==> images/sizes.png <==
The bar under the picture is 20 microns long.
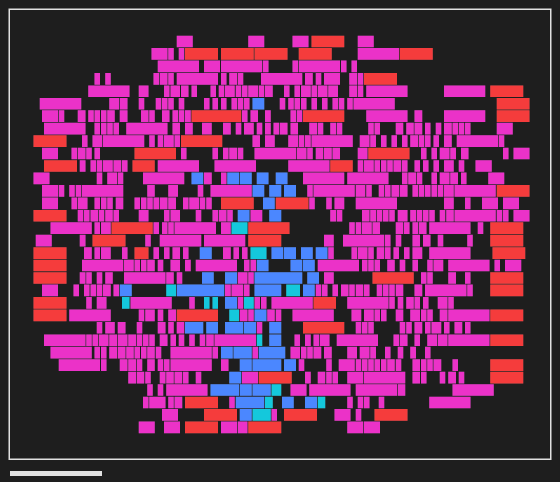
==> images/clocks.png <==
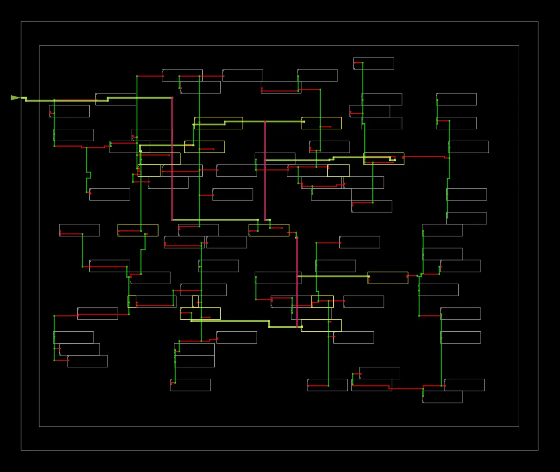
==> images/layer_met2.png <==
Cells faint in the background.
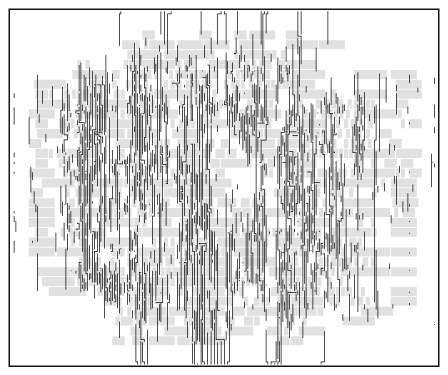
==> images/wires.png <==
Two of the layers only.
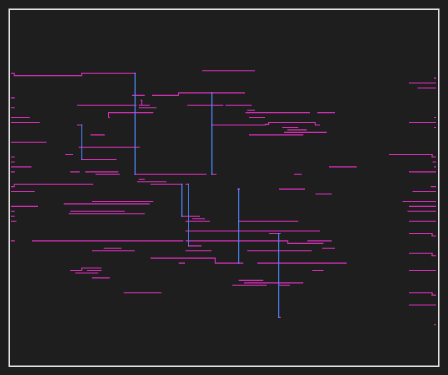
==> config.mk <==
export PLATFORM = sky130hd
export DESIGN_NAME = pipe_latch_elastic
export DESIGN_NICKNAME = d
export VERILOG_FILES = /design/src/rtl/pipe_latch_elastic.sv
export SDC_FILE = /design/constraint.sdc
export NUM_CORES = 1
export LEC_CHECK = 0
export ABC_AREA = 1
export CORE_AREA = 4 4 114 94
export CTS_CLUSTER_SIZE = 8
export DETAILED_ROUTE_END_ITERATION = 10
export DIE_AREA = 0 0 118 98
export GPL_ROUTABILITY_DRIVEN = 0
export PLACE_DENSITY = 0.69
export SYNTH_ARGS = -nofsm -noshare
export SYNTH_HDL_FRONTEND = slang
export SYNTH_SLANG_ARGS = --single-unit
==> constraint.sdc <==
create_clock -name clk -period 2.3 [get_ports clk]
set_clock_uncertainty 0.15 [all_clocks]
set_input_delay 0.69 -clock clk [delete_from_list [all_inputs] [get_ports clk]]
set_output_delay 0.69 -clock clk [all_outputs]
set_load 0.1 [all_outputs]
==> src/rtl/pipe_latch_elastic.sv <==
`timescale 1ns/1ps
// pipe_latch_elastic
//   A single elastic pipeline stage with two entries: a head register (m)
//   and a skid register (s), both of which hold payloads in FIFO order. With
//   a skid entry, the stage sustains one payload per cycle while out_ready
//   is high. Backpressure is absorbed for one extra payload before in_ready
//   drops. No combinational path runs from in_data to out_data, so a payload
//   always takes at least one cycle to pass through.
//
// Ports
//   clk        rising-edge clock
//   rst        asynchronous, active-low reset
//   in_valid   upstream payload valid
//   in_data    upstream payload [N-1:0]
//   in_ready   stage can accept in_data this cycle
//   out_valid  out_data is valid this cycle
//   out_data   oldest held payload (head register)
//   out_ready  downstream accepts out_data
//   stall      freeze the stage; no handshakes on either side
//   squash     discard every held payload; wins over stall and handshakes
//   count      number of held payloads, 0..2 (also the stage's state)
//
// Handshake semantics (both sides): a transfer happens on a rising edge
// exactly when valid and ready are both high in the cycle before that edge.
// valid never depends on ready. While out_valid is high and out_ready is
// low, out_data holds steady. in_data and in_valid are ignored while
// in_ready is low.
module pipe_latch_elastic #(
  parameter int              N      = 32,
  parameter logic [N-1:0]    BUBBLE = '0
) (
  input  logic         clk,
  input  logic         rst,
  input  logic         in_valid,
  input  logic [N-1:0] in_data,
  output logic         in_ready,
  output logic         out_valid,
  output logic [N-1:0] out_data,
  input  logic         out_ready,
  input  logic         stall,
  input  logic         squash,
  output logic [1:0]   count
);

  logic [N-1:0] m_q, m_nxt;
  logic [N-1:0] s_q, s_nxt;
  logic [1:0]   cnt_q, cnt_nxt;
  logic         in_fire;
  logic         out_fire;

  // in_ready is also held low during reset, so the reset condition
  // appears on the upstream side as well.
  assign in_ready  = rst & (cnt_q != 2'd2) & ~stall & ~squash;
  assign out_valid = (cnt_q != 2'd0) & ~stall & ~squash;
  assign in_fire   = in_valid & in_ready;
  assign out_fire  = out_valid & out_ready;
  assign out_data  = m_q;
  assign count     = cnt_q;

  always_comb begin
    m_nxt   = m_q;
    s_nxt   = s_q;
    cnt_nxt = cnt_q;
    if (squash) begin
      m_nxt   = BUBBLE;
      s_nxt   = BUBBLE;
      cnt_nxt = 2'd0;
    end else if (!stall) begin
      // Both fire signals are already low under stall. This guard exists
      // only to make the freeze explicit.
      case (cnt_q)
        2'd0: begin
          if (in_fire) begin
            m_nxt   = in_data;
            cnt_nxt = 2'd1;
          end
        end
        2'd1: begin
          if (in_fire && out_fire) begin
            // The head leaves and the new payload replaces it; skid stays empty.
            m_nxt = in_data;
          end else if (in_fire) begin
            s_nxt   = in_data;
            cnt_nxt = 2'd2;
          end else if (out_fire) begin
            m_nxt   = BUBBLE;
            cnt_nxt = 2'd0;
          end
        end
        2'd2: begin
          // The stage is full, so in_ready is low and only a pop can happen.
          if (out_fire) begin
            m_nxt   = s_q;
            s_nxt   = BUBBLE;
            cnt_nxt = 2'd1;
          end
        end
        default: begin
          // Unreachable encoding. Recover to empty.
          m_nxt   = BUBBLE;
          s_nxt   = BUBBLE;
          cnt_nxt = 2'd0;
        end
      endcase
    end
  end

  always_ff @(posedge clk or negedge rst) begin
    if (!rst) begin
      m_q   <= BUBBLE;
      s_q   <= BUBBLE;
      cnt_q <= 2'd0;
    end else begin
      m_q   <= m_nxt;
      s_q   <= s_nxt;
      cnt_q <= cnt_nxt;
    end
  end

endmodule
==> flow_summary.ini <==
; physical design summary
[status]
outcome = completed

[worst_setup_path]
startpoint_type = register
crit_required_ps = 1460
crit_cells = 5
reg2regPathDepth = 8

[timing]
rsz0062_at_grt = no
fin_crit_ps = 2261

[power_and_ir_drop]
seq-power_w = 0.00184
cellInternalPower_w = 0.003886
power.total_w = 0.007588

[global_routing]
grt_max_degree = 67

[floorplanning]
core_area_sq_um = 9529
num_tap_cells = 119

[detailed_routing]
wl_met2_microns = 5541
wl_met3_microns = 928
top_layer = met4

[clocking]
cts.htree.levels = 3
hold_buffers = 0

[logic_synthesis]
xor_area_frac = 0
synth_dominant_cell_count = nand2_1
syn-num-nets = 670

[final_layout]
layout.area.seq_sq_um = 1659
## Picture notes: sizes.png
| color | size | cells | share |
|---|---|---|---|
| magenta | _0 and _1 cells | 597 | 84% |
| red | _6 and larger | 53 | 7.4% |
| blue | _3 and _4 cells | 50 | 7.0% |
| cyan | _2 cells | 14 | 2.0% |
Buffers excl. clock: 113
synthesis-to-layout area growth: 39.69%
final setup margin: 39.09 ps

## Picture notes: clocks.png
P_clk: 0.00141 W
TritonCTS Buffers: 9

## Picture notes: layer_met2.png
share of all routed wire: 47%
nets with wire on the layer: 541
longest straight run: 44.6 microns

## Picture notes: wires.png
| color | layer | wire length |
|---|---|---|
| blue | metal 4 | 129 microns |
| magenta | metal 3 | 928 microns |

Power is estimated from default activity; no workload was simulated.
